`src/rtl/sort_sbu_scan_ctrl_pkg.sv`:
```
// Shared constants, types and helpers for the SBU occupancy-bitmap scan controller.
// Latency: n/a (declarations only).
// Backpressure: n/a (declarations only).
`ifndef SORT_FUC_MAX_NUM
`define SORT_FUC_MAX_NUM 1024
`endif
`ifndef SORT_PERF_SBU_TILE_NUM
`define SORT_PERF_SBU_TILE_NUM 4
`endif

package sort_sbu_scan_ctrl_pkg;

  localparam int SORT_FUC_MAX_NUM       = `SORT_FUC_MAX_NUM;
  localparam int SORT_PERF_SBU_TILE_NUM = `SORT_PERF_SBU_TILE_NUM;
  localparam int SORT_PERF_SBU_NUM      = SORT_FUC_MAX_NUM / SORT_PERF_SBU_TILE_NUM;
  localparam int SORT_FUC_SBU_ADDR_W    = $clog2(SORT_PERF_SBU_NUM);
  localparam int SCAN_FIFO_DEPTH        = 4;
  localparam int SCAN_FIFO_CNT_W        = $clog2(SCAN_FIFO_DEPTH) + 1;

  typedef logic [SORT_FUC_SBU_ADDR_W-1:0] sbu_addr_t;

  localparam sbu_addr_t SBU_ADDR_LAST = sbu_addr_t'(SORT_PERF_SBU_NUM - 1);

  // Scan FSM encoding
  localparam logic [1:0] SCAN_IDLE  = 2'd0;
  localparam logic [1:0] SCAN_RUN   = 2'd1;
  localparam logic [1:0] SCAN_DRAIN = 2'd2;
  localparam logic [1:0] SCAN_DONE  = 2'd3;

  // Next pointer in scan order: dir=0 ascending, dir=1 descending.
  function automatic sbu_addr_t scan_step(sbu_addr_t p, logic d);
    return d ? (p - sbu_addr_t'(1)) : (p + sbu_addr_t'(1));
  endfunction

endpackage

```
`src/rtl/sort_sbu_scan_ctrl_if.sv`:
```
// SBU read port plus the hit stream towards the PRU, bundled for the scan controller.
// Latency: n/a (wires only); read data is expected in the same cycle as the strobe.
// Backpressure: hit stream is valid/ready; SBU read port has none.
// master = scan controller, slave = SBU/PRU side.
interface sort_sbu_scan_ctrl_if;
  import sort_sbu_scan_ctrl_pkg::*;

  logic      ctrl2sbu_rd_vld_o;
  sbu_addr_t ctrl2sbu_rd_addr_o;
  logic      sbu2ctrl_rd_vld_i;
  sbu_addr_t sbu2ctrl_rd_addr_i;
  logic      sbu2ctrl_rd_data_i;
  logic      hit_vld_o;
  sbu_addr_t hit_addr_o;
  logic      hit_rdy_i;

  modport master (
    output ctrl2sbu_rd_vld_o, ctrl2sbu_rd_addr_o, hit_vld_o, hit_addr_o,
    input  sbu2ctrl_rd_vld_i, sbu2ctrl_rd_addr_i, sbu2ctrl_rd_data_i, hit_rdy_i
  );

  modport slave (
    input  ctrl2sbu_rd_vld_o, ctrl2sbu_rd_addr_o, hit_vld_o, hit_addr_o,
    output sbu2ctrl_rd_vld_i, sbu2ctrl_rd_addr_i, sbu2ctrl_rd_data_i, hit_rdy_i
  );

endinterface

```
`src/rtl/sort_sbu_scan_ctrl_fifo.sv`:
```
// Small registered FIFO holding hit addresses (module sort_sbu_scan_fifo).
// Latency: push in cycle t is visible at head_data/!empty in cycle t+1.
// Backpressure: push ignored when full, pop ignored when empty; flush empties in one cycle.
// Ports: push/push_data write side, pop read side, flush, empty/full/cnt status, head_data.
module sort_sbu_scan_fifo #(
  parameter  int WIDTH = 8,
  parameter  int DEPTH = 4,
  localparam int CNT_W = $clog2(DEPTH) + 1,
  localparam int PTR_W = (DEPTH > 1) ? $clog2(DEPTH) : 1
) (
  input  logic             clk,
  input  logic             rst,
  input  logic             push,
  input  logic [WIDTH-1:0] push_data,
  input  logic             pop,
  input  logic             flush,
  output logic             empty,
  output logic             full,
  output logic [CNT_W-1:0] cnt,
  output logic [WIDTH-1:0] head_data
);

  logic [WIDTH-1:0] mem [DEPTH];
  logic [PTR_W-1:0] wr_ptr;
  logic [PTR_W-1:0] rd_ptr;
  logic             push_ok;
  logic             pop_ok;

  assign empty     = (cnt == '0);
  assign full      = (cnt == CNT_W'(DEPTH));
  assign push_ok   = push && !full;
  assign pop_ok    = pop && !empty;
  assign head_data = mem[rd_ptr];

  always_ff @(posedge clk or posedge rst) begin
    if (rst) begin
      for (int i = 0; i < DEPTH; i++) mem[i] <= '0;
    end else if (push_ok && !flush) begin
      mem[wr_ptr] <= push_data;
    end
  end

  // DEPTH is a power of two, so the pointers wrap on their own.
  always_ff @(posedge clk or posedge rst) begin
    if (rst) begin
      wr_ptr <= '0;
      rd_ptr <= '0;
      cnt    <= '0;
    end else if (flush) begin
      wr_ptr <= '0;
      rd_ptr <= '0;
      cnt    <= '0;
    end else begin
      if (push_ok) wr_ptr <= wr_ptr + PTR_W'(1);
      if (pop_ok)  rd_ptr <= rd_ptr + PTR_W'(1);
      case ({push_ok, pop_ok})
        2'b10:   cnt <= cnt + CNT_W'(1);
        2'b01:   cnt <= cnt - CNT_W'(1);
        default: cnt <= cnt;
      endcase
    end
  end

endmodule

```
`src/rtl/sort_sbu_scan_ctrl.sv`:
```
// Walks the SBU occupancy bitmap with one read-and-clear per cycle and streams set addresses.
// Latency: a hit read in cycle t is offered on hit_vld_o in cycle t+1.
// Backpressure: reads stall (pointer held) while the hit FIFO is full; hit stream is valid/ready.
// Ports: clk/rst; scan_start_i/scan_dir_i/scan_abort_i control; bus (master) carries the SBU
// read port and the hit stream; scan_busy_o/scan_done_o/hit_cnt_o status.
module sort_sbu_scan_ctrl
  import sort_sbu_scan_ctrl_pkg::*;
(
  input  logic                         clk,
  input  logic                         rst,
  input  logic                         scan_start_i,
  input  logic                         scan_dir_i,
  input  logic                         scan_abort_i,
  sort_sbu_scan_ctrl_if.master         bus,
  output logic                         scan_busy_o,
  output logic                         scan_done_o,
  output logic [SORT_FUC_SBU_ADDR_W:0] hit_cnt_o
);

  logic [1:0]                   state;
  sbu_addr_t                    ptr;
  logic                         dir;
  logic [SORT_FUC_SBU_ADDR_W:0] hit_cnt;

  logic                       fifo_empty;
  logic                       fifo_full;
  logic [SCAN_FIFO_CNT_W-1:0] fifo_cnt;
  sbu_addr_t                  fifo_head;

  logic abort;
  logic room;
  logic issue;
  logic last;
  logic hit_push;
  logic hit_pop;

  assign abort = scan_abort_i && (state != SCAN_IDLE);
  // Room is judged on registered occupancy only; a pop this cycle does not free a slot early.
  assign room  = (fifo_cnt < SCAN_FIFO_CNT_W'(SCAN_FIFO_DEPTH));
  assign issue = (state == SCAN_RUN) && room && !scan_abort_i;
  // The SBU answers in the same cycle, so the echo is only trusted while we are issuing.
  assign hit_push = issue && bus.sbu2ctrl_rd_vld_i && bus.sbu2ctrl_rd_data_i && !fifo_full;
  assign hit_pop  = !fifo_empty && bus.hit_rdy_i;
  assign last     = dir ? (ptr == '0) : (ptr == SBU_ADDR_LAST);

  sort_sbu_scan_fifo #(
    .WIDTH (SORT_FUC_SBU_ADDR_W),
    .DEPTH (SCAN_FIFO_DEPTH)
  ) u_fifo (
    .clk       (clk),
    .rst       (rst),
    .push      (hit_push),
    .push_data (bus.sbu2ctrl_rd_addr_i),
    .pop       (hit_pop),
    .flush     (abort),
    .empty     (fifo_empty),
    .full      (fifo_full),
    .cnt       (fifo_cnt),
    .head_data (fifo_head)
  );

  always_ff @(posedge clk or posedge rst) begin
    if (rst) begin
      state <= SCAN_IDLE;
      ptr   <= '0;
      dir   <= 1'b0;
    end else begin
      case (state)
        SCAN_IDLE: begin
          if (scan_start_i) begin
            dir   <= scan_dir_i;
            ptr   <= scan_dir_i ? SBU_ADDR_LAST : '0;
            state <= SCAN_RUN;
          end
        end
        SCAN_RUN: begin
          if (abort) begin
            state <= SCAN_IDLE;
          end else if (issue) begin
            // No wrap: the final address hands over to the drain phase.
            if (last) state <= SCAN_DRAIN;
            else      ptr   <= scan_step(ptr, dir);
          end
        end
        SCAN_DRAIN: begin
          if (abort)           state <= SCAN_IDLE;
          else if (fifo_empty) state <= SCAN_DONE;
        end
        default: state <= SCAN_IDLE;
      endcase
    end
  end

  always_ff @(posedge clk or posedge rst) begin
    if (rst) begin
      hit_cnt <= '0;
    end else if ((state == SCAN_IDLE) && scan_start_i) begin
      hit_cnt <= '0;
    end else if (hit_push) begin
      hit_cnt <= hit_cnt + (SORT_FUC_SBU_ADDR_W + 1)'(1);
    end
  end

  assign bus.ctrl2sbu_rd_vld_o  = issue;
  assign bus.ctrl2sbu_rd_addr_o = ptr;
  assign bus.hit_vld_o          = !fifo_empty;
  // Head is masked when empty so a flushed or drained FIFO never shows a stale address.
  assign bus.hit_addr_o         = fifo_empty ? '0 : fifo_head;
  assign scan_busy_o            = (state != SCAN_IDLE);
  assign scan_done_o            = (state == SCAN_DONE) && !scan_abort_i;
  assign hit_cnt_o              = hit_cnt;

endmodule

```
`src/flat_wrapper.sv`:
```
// flat-port wrapper written by rule: the top's interface ports become plain ports
module sort_sbu_scan_ctrl_flat import sort_sbu_scan_ctrl_pkg::*;
  (clk, rst, scan_start_i, scan_dir_i, scan_abort_i, scan_busy_o, scan_done_o, hit_cnt_o, bus_ctrl2sbu_rd_vld_o, bus_ctrl2sbu_rd_addr_o, bus_hit_vld_o, bus_hit_addr_o, bus_sbu2ctrl_rd_vld_i, bus_sbu2ctrl_rd_addr_i, bus_sbu2ctrl_rd_data_i, bus_hit_rdy_i);
  sort_sbu_scan_ctrl_if bus_i ();
  input  logic clk;
  input  logic rst;
  input  logic scan_start_i;
  input  logic scan_dir_i;
  input  logic scan_abort_i;
  output logic scan_busy_o;
  output logic scan_done_o;
  output logic [SORT_FUC_SBU_ADDR_W:0] hit_cnt_o;
  output wire logic [$bits(bus_i.ctrl2sbu_rd_vld_o)-1:0] bus_ctrl2sbu_rd_vld_o;
  output wire logic [$bits(bus_i.ctrl2sbu_rd_addr_o)-1:0] bus_ctrl2sbu_rd_addr_o;
  output wire logic [$bits(bus_i.hit_vld_o)-1:0] bus_hit_vld_o;
  output wire logic [$bits(bus_i.hit_addr_o)-1:0] bus_hit_addr_o;
  input wire logic [$bits(bus_i.sbu2ctrl_rd_vld_i)-1:0] bus_sbu2ctrl_rd_vld_i;
  input wire logic [$bits(bus_i.sbu2ctrl_rd_addr_i)-1:0] bus_sbu2ctrl_rd_addr_i;
  input wire logic [$bits(bus_i.sbu2ctrl_rd_data_i)-1:0] bus_sbu2ctrl_rd_data_i;
  input wire logic [$bits(bus_i.hit_rdy_i)-1:0] bus_hit_rdy_i;
  assign bus_ctrl2sbu_rd_vld_o = bus_i.ctrl2sbu_rd_vld_o;
  assign bus_ctrl2sbu_rd_addr_o = bus_i.ctrl2sbu_rd_addr_o;
  assign bus_hit_vld_o = bus_i.hit_vld_o;
  assign bus_hit_addr_o = bus_i.hit_addr_o;
  assign bus_i.sbu2ctrl_rd_vld_i = bus_sbu2ctrl_rd_vld_i;
  assign bus_i.sbu2ctrl_rd_addr_i = bus_sbu2ctrl_rd_addr_i;
  assign bus_i.sbu2ctrl_rd_data_i = bus_sbu2ctrl_rd_data_i;
  assign bus_i.hit_rdy_i = bus_hit_rdy_i;
  sort_sbu_scan_ctrl u_core (.clk(clk), .rst(rst), .scan_start_i(scan_start_i), .scan_dir_i(scan_dir_i), .scan_abort_i(scan_abort_i), .bus(bus_i), .scan_busy_o(scan_busy_o), .scan_done_o(scan_done_o), .hit_cnt_o(hit_cnt_o));
endmodule
```
`config.mk`:
```
export PLATFORM = sky130hd
export DESIGN_NAME = sort_sbu_scan_ctrl_flat
export DESIGN_NICKNAME = d
export VERILOG_FILES = /design/src/rtl/sort_sbu_scan_ctrl_pkg.sv /design/src/rtl/sort_sbu_scan_ctrl_if.sv /design/src/rtl/sort_sbu_scan_ctrl_fifo.sv /design/src/rtl/sort_sbu_scan_ctrl.sv /design/src/flat_wrapper.sv
export SDC_FILE = /design/constraint.sdc
export NUM_CORES = 1
export LEC_CHECK = 0
export CAP_MARGIN = 20
export CORE_MARGIN = 2
export CORE_UTILIZATION = 49
export CTS_CLUSTER_SIZE = 28
export DETAILED_ROUTE_END_ITERATION = 12
export HOLD_SLACK_MARGIN = 0.05
export PLACE_DENSITY = 0.82
export SETUP_SLACK_MARGIN = 0.05
export SLEW_MARGIN = 40
export SYNTH_ARGS = -nofsm -noshare
export SYNTH_HDL_FRONTEND = slang
export SYNTH_SLANG_ARGS = --single-unit
```
`constraint.sdc`:
```
create_clock -name clk -period 2.52 [get_ports clk]
set_clock_uncertainty 0.05 [all_clocks]
set_input_delay 0.504 -clock clk [delete_from_list [all_inputs] [get_ports clk]]
set_output_delay 0.504 -clock clk [all_outputs]
set_load 0.005 [all_outputs]
```
==> run notes, run 1 <==
### Worst setup path
• 3 — total buffers and inverters traversed by the critical path
• u_core.u_fifo.cnt[2]$_DFFE_PP0P_ — FF-to-FF End
• primary input to primary output — worst setup path class
• 1870 ps — crit path DAT
• sky130_fd_sc_hd__clkdlybuf4s50_1 — cell mode on critical path
• 490 ps — biggest cell delay along the critical path
• buffers and inverters — category of cells accounting for the largest share of critical-path delay
• 1970 ps — Critical Path RT

### Die
• 45 — I/O Pins
• 0.00706 mm^2 — total die size

### Outcome
• completed — result of the run

### Job
• 0 — Max-Cap Viols
• 30 — OpenROAD warning count

### CTS
• 3 — htree depth
• 0 — number of hold buffers added after CTS
• yes — TritonCTS clock tree
• 340 ps — clock network latency to the later pin of the worst-skew pair
• 70 ps — Reg clk slew, reported paths
• 59 — clk sinks
• 9 — cts bufs inserted
• sky130_fd_sc_hd__clkbuf_8 — clock root cell

### Timing
• 0 — count of endpoints failing hold in the final timing report
• false — RSZ-0062 raised after global routing
• 0 — final setup violation count
• 2430 ps — Final Critical Period
• 451 ps — final-layout worst hold slack
• 529 ps — Worst Max-Slew Pin Slew
• 0 — Pins Over Slew Limit

### Yosys
• 0.00314 mm^2 — mapped cell area
• 261 — gate count after technology mapping
• 12.0 um^2 — mean cell area of the mapped netlist
• 0 — count of flip-flops with a built-in enable after synthesis
• 291 — Post-Syn Nets
• 59 — flip-flop and latch count after synthesis
• sky130_fd_sc_hd__dfrtp_1 — cell type contributing the most total cell area after synthesis
• 0.00314 mm^2 — post-synth area from yosys stat
• 0.471 — portion of synthesized cell area occupied by the leading cell type

### Global route
• 11200 um — wire length of the first global-routing pass
• 0.320 — met2 track demand over resource in global routing
• 60 — maximum number of pins on one net before global-route repair
• 0.264 — fraction of met1 tracks used by global routing
• 0 — initial antenna violation count
• 0 — total gr overflow

### Place
• 385 — Cell Count Post-Placement
• 0.818 — global placer's final weighted congestion
• 0.00375 mm^2 — Post-DP Area

### Pwr
• 1030 mW/mm^2 — total power density per cell area
• 1.88 nW — leakage component of the power
• 0.00413 W — total chip power

### Hold path
• 1 — hold path depth
• u_core.u_fifo.mem[17]$_DFFE_PP0P_ — Endpoint, Worst Hold

### Finish
• 0.00403 mm^2 — post-layout instance area
• 0.00159 mm^2 — comb. cell area
• 28.5% — synth-to-layout area growth
• 471 — Layout fillers
• 0.296 — share of cells above drive strength 1
• 0.00148 mm^2 — register area
• sky130_fd_sc_hd__dfrtp_1 — commonest non-fill, non-tap cell in the layout
• sky130_fd_sc_hd__dfrtp_1 (56), sky130_fd_sc_hd__clkdlybuf4s50_1 (36), sky130_fd_sc_hd__mux2_2 (35), sky130_fd_sc_hd__nor2_1 (21), sky130_fd_sc_hd__buf_4 (17) — commonest cells after routing, fill and taps aside

### Drt
• 0 — post-detailed-route count of antenna-violating nets
• 16.0 um — drt wl/cell
• 5.54 — via count normalized by instance count
• 2284 — total via count in the routed design

run 1: cell families after synthesis:
group | Yosys count | synth area share
AND-OR/OR-AND | 39 | 0.0842
flip-flops | 59 | 0.471
AND/OR/NAND/NOR | 70 | 0.126
adder cells (fa/ha/maj) | 14 | 0.0607
XOR/XNOR | 15 | 0.0419
multiplexers | 45 | 0.190
buffers and inverters | 19 | 0.0263
run 1: flip-flops by register name (all words and copies together) (netlist names):
name,flops
u_core.bus.ctrl2sbu_rd_addr_o,8
u_core.dir,1
u_core.hit_cnt_o,9
u_core.state,2
u_core.u_fifo.cnt,3
u_core.u_fifo.mem,32
u_core.u_fifo.rd_ptr,2
u_core.u_fifo.wr_ptr,2
run 1: per-layer routing:
| layer | routed length [um] | part of all wire |
|---|---|---|
| met5 | 0 | 0 |
| met2 | 3220 | 0.49 |
| met4 | 76 | 0.012 |
| met1 | 2920 | 0.44 |
| met3 | 388 | 0.059 |
run 1: area by class of cell:
type,instances,area share
inverters,12,0.0112
well taps,77,0.0239
flip-flops and latches,59,0.368
multi-input cells,183,0.395
clock inverters,7,0.0171
clock buffers,9,0.0308
repair buffers,65,0.155
run 1: where the power goes:
part | total [W] | switching [W] | internal (W)
Clock | 0.000842 | 0.000391 | 0.000452
Combinational | 0.00184 | 0.000769 | 0.00107
Sequential | 0.00144 | 0.000235 | 0.00121
run 1: cell usage after synthesis (all sizes together) (7+ instances only):
master	number
dfrtp	59
mux2	35
nor2	21
nand2	13
ha	12
inv	12
a21oi	11
and2	11
o21ai	11
mux4	8
xor2	8
xnor2	7
run 1: repair_timing:
action	CTS	global route
setup buffers	3	8
endpoints found under the setup margin	8	3
gates resized	8	5
Fig. 1: run 1, local utilization
8 x 8 tiles, from white (low) to dark blue (high), 0 to 100% covered.
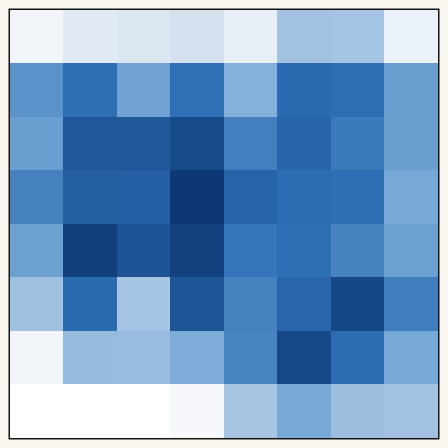
tiles over 75% full: 33%
emptiest ninth of the die: south-west
mean over tiles: 56%
Post-Route Utilization: 0.642
core footprint: 0.00628 mm^2
fp util: 0.500

Fig. 2: run 1, cell outlines without signal wires
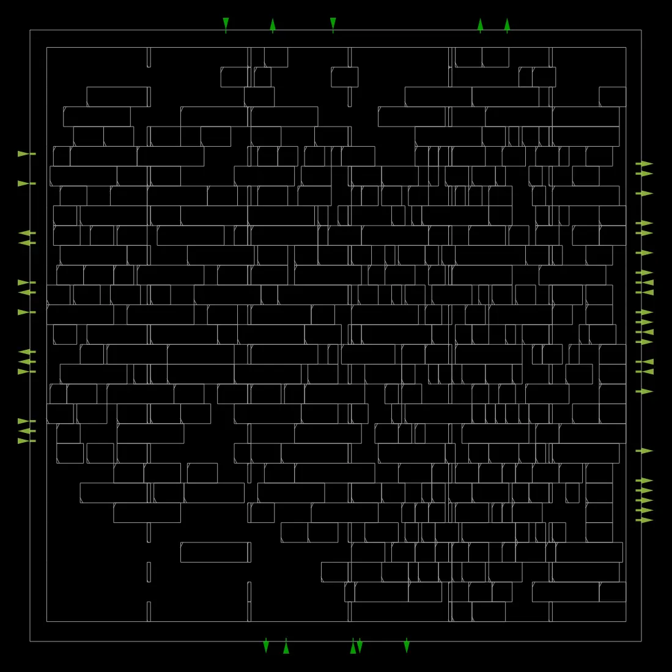
count of non-filler cells in the finished layout: 412
count of flip-flops and latches: 59
number of rows created at floorplan: 29

Fig. 3: run 1, I/O pins on the die edge
Bar = 20 um. Pins as bars across the die edge, other pins in grey.
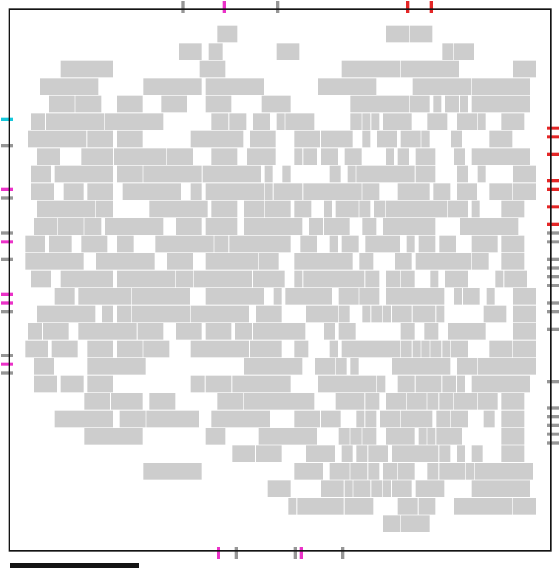
[red] `hit_cnt_o` | pins: 9 | direction: output | edge: 7 east, 2 north
[magenta] `bus_hit_addr_o` | pins: 8 | direction: output | edge: 5 west, 2 south, 1 north
[cyan] `clk` | pins: 1 | direction: input | edge: west
all pins by edge: 22 east, 13 west, 5 south, 5 north
IO buf count: 44
die height: 84.0 um
Horiz. Die Dim: 84.0 um

Fig. 4: run 1, cells by drive strength
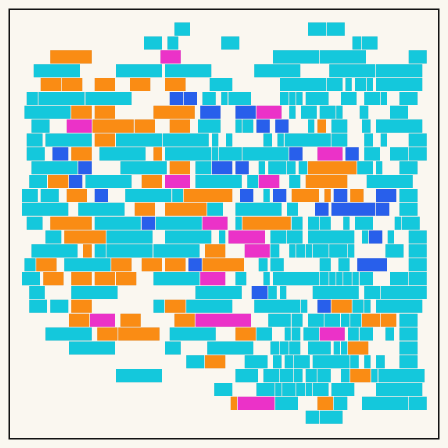

==> run 2, diff against run 1 <==
--- a/config.mk
+++ b/config.mk
@@ -10,6 +10,7 @@
 export CORE_UTILIZATION = 49
 export CTS_CLUSTER_SIZE = 28
 export DETAILED_ROUTE_END_ITERATION = 12
+export GPL_TIMING_DRIVEN = 0
 export HOLD_SLACK_MARGIN = 0.05
 export PLACE_DENSITY = 0.82
 export SETUP_SLACK_MARGIN = 0.05
Fig. 5: run 2, cells by drive strength
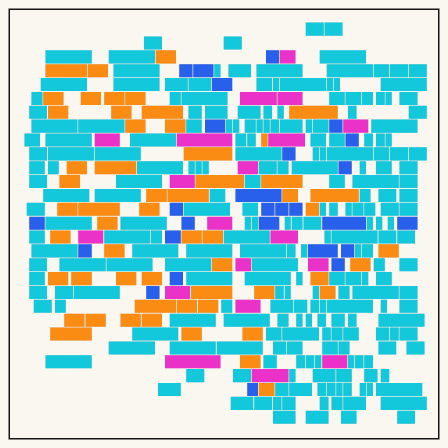
[cyan] drive 1 or less | cells: 233 | share: 70%
[orange] drive 2 | cells: 56 | share: 17%
[blue] drive 3 to 4 | cells: 27 | share: 8.1%
[magenta] drive 6 and up | cells: 19 | share: 5.7%
smallest setup slack after layout: 112 ps
count of non-CTS buffers in the layout: 65
synth-to-layout area growth: 31.0%

Fig. 6: run 2, zoomed window
Window x 53 to 73, y 53 to 73 um. Cells in grey, sequential cells in the stronger grey; small squares are vias.
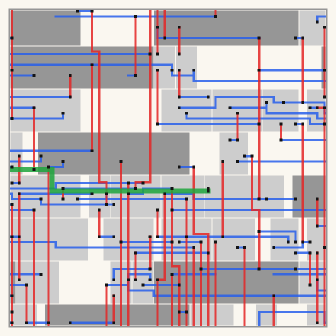
[green] met3
[blue] met1
[red] met2
sequential cells in the window: 5
most frequent: nor2_1 (5)
cells with their middle in the window: 33
netlist names of flops here include: `u_core.hit_cnt_o` (4), `u_core.u_fifo.cnt` (1)

==> run notes, run 2 <==
### Global route
• 43 — maximum number of pins on one net before global-route repair
• 11200 um — wire length of the first global-routing pass
• 0 — total gr overflow

### Yosys
• 261 — gate count after technology mapping
• 0.00314 mm^2 — post-synth area from yosys stat
• 59 — flip-flop and latch count after synthesis
• 12.0 um^2 — mean cell area of the mapped netlist
• 291 — Post-Syn Nets
• sky130_fd_sc_hd__dfrtp_1 (59), sky130_fd_sc_hd__mux2_2 (35), sky130_fd_sc_hd__nor2_1 (21), sky130_fd_sc_hd__ha_1 (12), sky130_fd_sc_hd__inv_1 (12) — Synth top cells by count
• 0.00314 mm^2 — mapped cell area
• 0.471 — portion of synthesized cell area occupied by the leading cell type
• 0 — count of flip-flops with a built-in enable after synthesis
• sky130_fd_sc_hd__dfrtp_1 — cell type contributing the most total cell area after synthesis

### Finish
• 0.654 — Post-Route Utilization
• 468 — Layout fillers
• u_core.u_fifo.mem — largest reg by FF count
• 32 — flip-flop count of the largest register, all copies and words added
• 0.304 — share of cells above drive strength 1
• 183 — number of logic gates
• sky130_fd_sc_hd__dfrtp_1 — commonest non-fill, non-tap cell in the layout
• 0.0545 — clock distribution area overhead in the final layout
• 12 — number of inverters outside the clock class in the layout
• 0.158 — buffer share of cell area
• 0.00161 mm^2 — comb. cell area
• 59 — count of flip-flops and latches
• 9 — count of clock buffers in the final design

### Die
• 84.0 um — die height
• 0.00706 mm^2 — total die size
• 0.500 — fp util
• 29 — number of rows created at floorplan
• 0.00628 mm^2 — core footprint
• 77 — TAP cells
• 84.0 um — Horiz. Die Dim
• 45 — I/O Pins

### Timing
• 0 — count of endpoints failing hold in the final timing report
• 0 — final setup violation count
• 2410 ps — Final Critical Period
• 392 ps — final-layout worst hold slack
• true — RSZ-0062 raised after global routing

### Place
• 0.854 — global placer's final weighted congestion
• 0.00371 mm^2 — Post-DP Area
• 383 — Cell Count Post-Placement

### CTS
• yes — TritonCTS clock tree
• 350 ps — clock network latency to the later pin of the worst-skew pair
• 9 — cts bufs inserted
• 0 — number of hold buffers added after CTS

### Worst setup path
• u_core.u_fifo.cnt[2]$_DFFE_PP0P_ — FF-to-FF End
• flip-flop to flip-flop — worst setup path class
• 2740 ps — Critical Path RT
• 2630 ps — crit path DAT

### Outcome
• completed — result of the run

### Drt
• 0 — post-detailed-route count of antenna-violating nets

### Pwr
• 0.00430 W — total chip power
• 1.91 nW — leakage component of the power
• 1050 mW/mm^2 — total power density per cell area

### Job
• 31 — OpenROAD warning count

Fig. 7: run 2, I/O pins on the die edge
Bar = 20 um. Pins as bars across the die edge, other pins in grey.
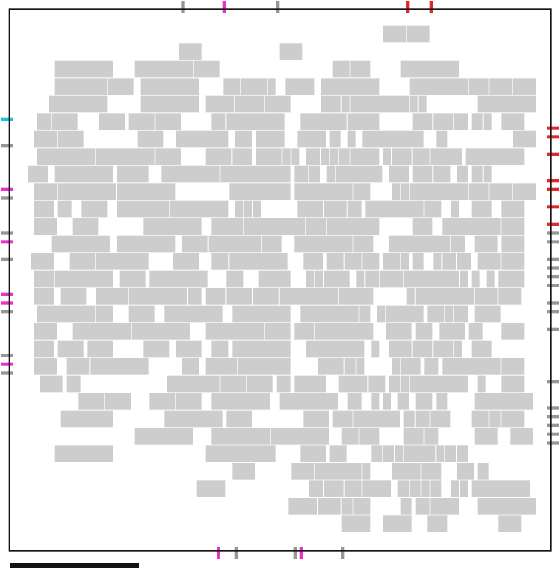
[red] `hit_cnt_o` | pins: 9 | direction: output | edge: 7 east, 2 north
[magenta] `bus_hit_addr_o` | pins: 8 | direction: output | edge: 5 west, 2 south, 1 north
[cyan] `clk` | pins: 1 | direction: input | edge: west

[run 2: how the worst min path moves through the flow]
stage,cells after the start,slack (ps),end,from
global placement,1,430,u_core.u_fifo.mem[14]$_DFFE_PP0P_,u_core.u_fifo.mem[14]$_DFFE_PP0P_
global route,2,410,u_core.bus.ctrl2sbu_rd_addr_o[4]$_DFFE_PP0P_,rst
floorplan,1,420,u_core.u_fifo.mem[10]$_DFFE_PP0P_,u_core.u_fifo.mem[10]$_DFFE_PP0P_
CTS,2,390,u_core.dir$_DFFE_PP0P_,rst
detailed placement,1,440,u_core.u_fifo.mem[14]$_DFFE_PP0P_,u_core.u_fifo.mem[14]$_DFFE_PP0P_
finish,2,390,u_core.bus.ctrl2sbu_rd_addr_o[5]$_DFFE_PP0P_,rst
[run 2: layer usage]
metal  part of all wire  track usage  wire [um]  up-vias
met5                  0            0          0        -
met4              0.010       0.0616         71        0
met3              0.052       0.0593        352       10
met2               0.50        0.345       3400       61
met1               0.43        0.255       2940     1146
li1                   -            -          -     1073
[run 2: power by group]
group          internal (W)  switching (W)  leakage (nW)
combinational       0.00110       0.000776          1.04
clock              0.000562       0.000407         0.102
sequential          0.00121       0.000249         0.770
total               0.00287        0.00143          1.91
[run 2: repair_timing]
action | in CTS | in global routing
setup buffers | 8 | 8
pin swaps | 2 | 6
setup endpoints to repair | 12 | 9
resized | 17 | 10
endpoints found under the hold margin | 0 | 0
[run 2: logic make-up after synthesis]
logic type	Yosys count	synth area share
AOI/OAI and AO/OA	39	0.0842
xor gates and xnor gates	15	0.0419
adders and majority gates	14	0.0607
buffers and inverters	19	0.0263
DFF	59	0.471
muxes	45	0.190
and+or+nand+nor	70	0.126
Fig. 8: run 2, cell outlines without signal wires
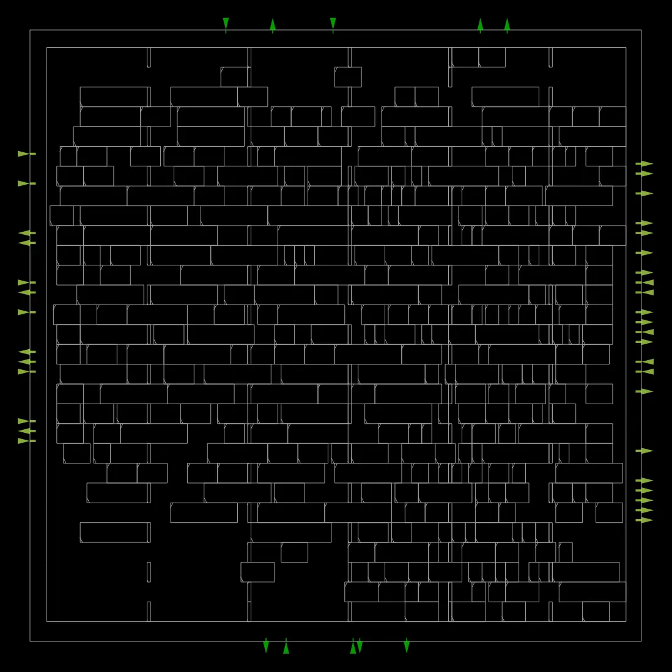

==> run 3, diff against run 2 <==
--- a/config.mk
+++ b/config.mk
@@ -10,7 +10,6 @@
 export CORE_UTILIZATION = 49
 export CTS_CLUSTER_SIZE = 28
 export DETAILED_ROUTE_END_ITERATION = 12
-export GPL_TIMING_DRIVEN = 0
 export HOLD_SLACK_MARGIN = 0.05
 export PLACE_DENSITY = 0.82
 export SETUP_SLACK_MARGIN = 0.05
==> constraint.sdc (replaced) <==
create_clock -name clk -period 2.14 [get_ports clk]
set_clock_uncertainty 0.05 [all_clocks]
set_input_delay 0.428 -clock clk [delete_from_list [all_inputs] [get_ports clk]]
set_output_delay 0.428 -clock clk [all_outputs]
set_load 0.005 [all_outputs]
Fig. 9: run 3, cell outlines without signal wires
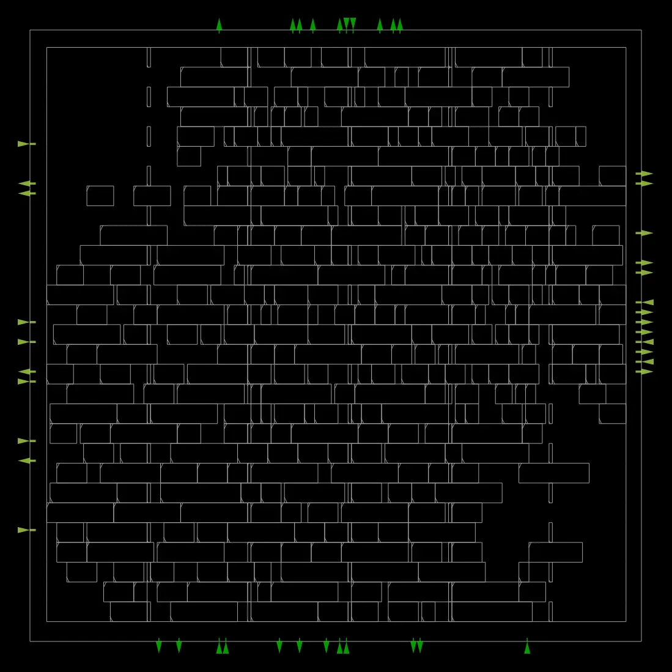
Layout fillers: 397
sequential fraction of total cell area: 0.330
count of non-filler cells in the finished layout: 446
Post-Route Utilization: 0.717
TAP cells: 77

Fig. 10: run 3, zoomed window
Window x 53 to 73, y 53 to 73 um. Cells in grey, sequential cells in the stronger grey; small squares are vias.
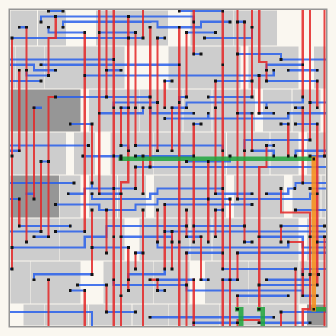
[blue] met1
[orange] met4
[red] met2
[green] met3
sequential cells in the window: 0
cells with their middle in the window: 46
most frequent: buf_4 (8), o21ai_0 (5)

==> run notes, run 3 <==
### Yosys
• 0.0842 — synthesized-area fraction occupied by ao, oa, aoi and oai cells
• 0.00314 mm^2 — post-synth area from yosys stat
• 0.190 — mux contribution to synthesized area
• multiplexers — main kind of combinational logic by area
• 0.0419 — post-synthesis xor/xnor area fraction
• 12.0 um^2 — mean cell area of the mapped netlist
• 0.471 — portion of synthesized cell area occupied by the leading cell type
• 0.00314 mm^2 — mapped cell area
• sky130_fd_sc_hd__dfrtp_1 — cell type contributing the most total cell area after synthesis
• sky130_fd_sc_hd__dfrtp_1 (59), sky130_fd_sc_hd__mux2_2 (35), sky130_fd_sc_hd__nor2_1 (21), sky130_fd_sc_hd__ha_1 (12), sky130_fd_sc_hd__inv_1 (12) — Synth top cells by count
• sky130_fd_sc_hd__dfrtp_1 — cell with the most instances after synthesis
• 0.0607 — post-synthesis adder-cell area fraction
• 0.126 — share of synthesized cell area in and, or, nand and nor gates
• 0 — count of flip-flops with a built-in enable after synthesis
• 261 — gate count after technology mapping

### Finish
• 32 — flip-flop count of the largest register, all copies and words added
• sky130_fd_sc_hd__dfrtp_1 — commonest non-fill, non-tap cell in the layout
• 0.455 — share of cells above drive strength 1
• 43.6% — synth-to-layout area growth
• u_core.u_fifo.mem — largest reg by FF count
• 0.00450 mm^2 — post-layout instance area

### Drt
• met4 — highest metal layer with signal wires
• 2435 — total via count in the routed design
• 17.2 um — drt wl/cell
• 3310 um — total routed wire length on the met1 layer
• 0 — post-detailed-route count of antenna-violating nets
• 3910 um — met2 layer wire length in the routed design
• 5.46 — via count normalized by instance count

### CTS
• sky130_fd_sc_hd__clkbuf_8 — clock root cell
• 9 — cts bufs inserted
• 59 — clk sinks
• 80 ps — Reg clk slew, reported paths
• 350 ps — clock network latency to the later pin of the worst-skew pair
• 0 — number of hold buffers added after CTS
• 51 — cells resized by post-CTS repair
• 13 — Setup Buffers After CTS
• 3 — htree depth

### Place
• 0.861 — global placer's final weighted congestion
• 44 — IO buf count
• 0.00391 mm^2 — Post-DP Area
• 407 — Cell Count Post-Placement

### Die
• 29 — number of rows created at floorplan
• 45 — I/O Pins
• 0.00706 mm^2 — total die size
• 84.0 um — Horiz. Die Dim

### Outcome
• setup timing — violations in the final reports
• finished with violations — result of the run

### Timing
• true — RSZ-0062 raised after global routing
• -116 ps — smallest setup slack after layout
• 407 ps — final-layout worst hold slack
• 0 — count of endpoints failing hold in the final timing report
• 5 — final setup violation count
• 0 — Pins Over Slew Limit
• 483 ps — Worst Max-Slew Pin Slew
• 2260 ps — Final Critical Period

### Pwr
• 0.498 — combinational share of power
• 2.10 nW — leakage component of the power
• 0.288 — sequential group share of total power
• 0.00593 W — total chip power
• 0.215 — share of power burned in the clock network

### Worst setup path
• 430 ps — biggest cell delay along the critical path
• flip-flop to flip-flop — worst setup path class
• 2360 ps — Critical Path RT
• 1 — total buffers and inverters traversed by the critical path
• simple AND/OR/NAND/NOR gates — category of cells accounting for the largest share of critical-path delay

### Job
• 32 — OpenROAD warning count

### Global route
• 0 — initial antenna violation count
• 0.285 — fraction of met1 tracks used by global routing
• 12200 um — wire length of the first global-routing pass
• 0 — total gr overflow
• met2 — routing layer with the top usage in global route

Fig. 11: run 3, local utilization
8 x 8 tiles, from white (low) to dark blue (high), 0 to 100% covered.
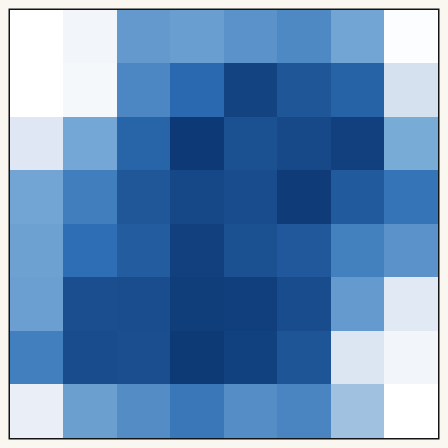
mean over tiles: 62%
densest ninth of the die: centre
tiles over 75% full: 44%
fullest tile: 96%
nearly empty tiles: 6.2%
emptiest ninth of the die: north-west

run 3: cell types whose count changed in the layout (fill, tap and decap cells not counted), sizes merged:
cell,change
clkinv,+2
clkinvlp,-2
buf,+43
bufinv,+1
clkdlybuf4s15,-2
clkdlybuf4s50,-3
dlymetal6s2s,-2
dlygate4sd2,-2
inv,-1
run 3: power by group through the flow:
stage	Clock [W]	Combinational, W	Sequential [W]
detailed placement	0	0.00227	0.00168
floorplan	0	0.00134	0.00163
finish	0.00127	0.00295	0.00170
global placement	0	0.00221	0.00166
global route	0.00133	0.00319	0.00174
CTS	0.00129	0.00251	0.00167
run 3: tightest hold or removal path, delay by kind of cell:
kind | cells | cell delay (ps)
buf+inv | 3 | 760
run 3: worst paths after layout:
| path | startpoint | to | cells past startpoint |
|---|---|---|---|
| hold reg to reg | u_core.u_fifo.mem[2]$_DFFE_PP0P_ | u_core.u_fifo.mem[2]$_DFFE_PP0P_ | 1 |
| max in group asynchronous | rst | u_core.bus.ctrl2sbu_rd_addr_o[1]$_DFFE_PP0P_ | 3 |
| setup / recovery | u_core.state[1]$_DFFE_PP0P_ | u_core.u_fifo.cnt[2]$_DFFE_PP0P_ | 8 |
| hold / removal | rst | u_core.bus.ctrl2sbu_rd_addr_o[7]$_DFFE_PP0P_ | 3 |
| setup reg to reg | u_core.state[1]$_DFFE_PP0P_ | u_core.u_fifo.cnt[2]$_DFFE_PP0P_ | 8 |
| min in group clk | u_core.u_fifo.mem[2]$_DFFE_PP0P_ | u_core.u_fifo.mem[2]$_DFFE_PP0P_ | 1 |
run 3: cell type report:
type	count	area (um^2)
repair buffers	99	912
clock inverters	7	124
clock buffers	9	124
well taps	77	96.3
fillers	397	1780
inverters	12	47.5
multi-input cells	183	1710
flip-flops and latches	59	1490
Power figures rest on the tool's default switching activity, not on a simulated workload.
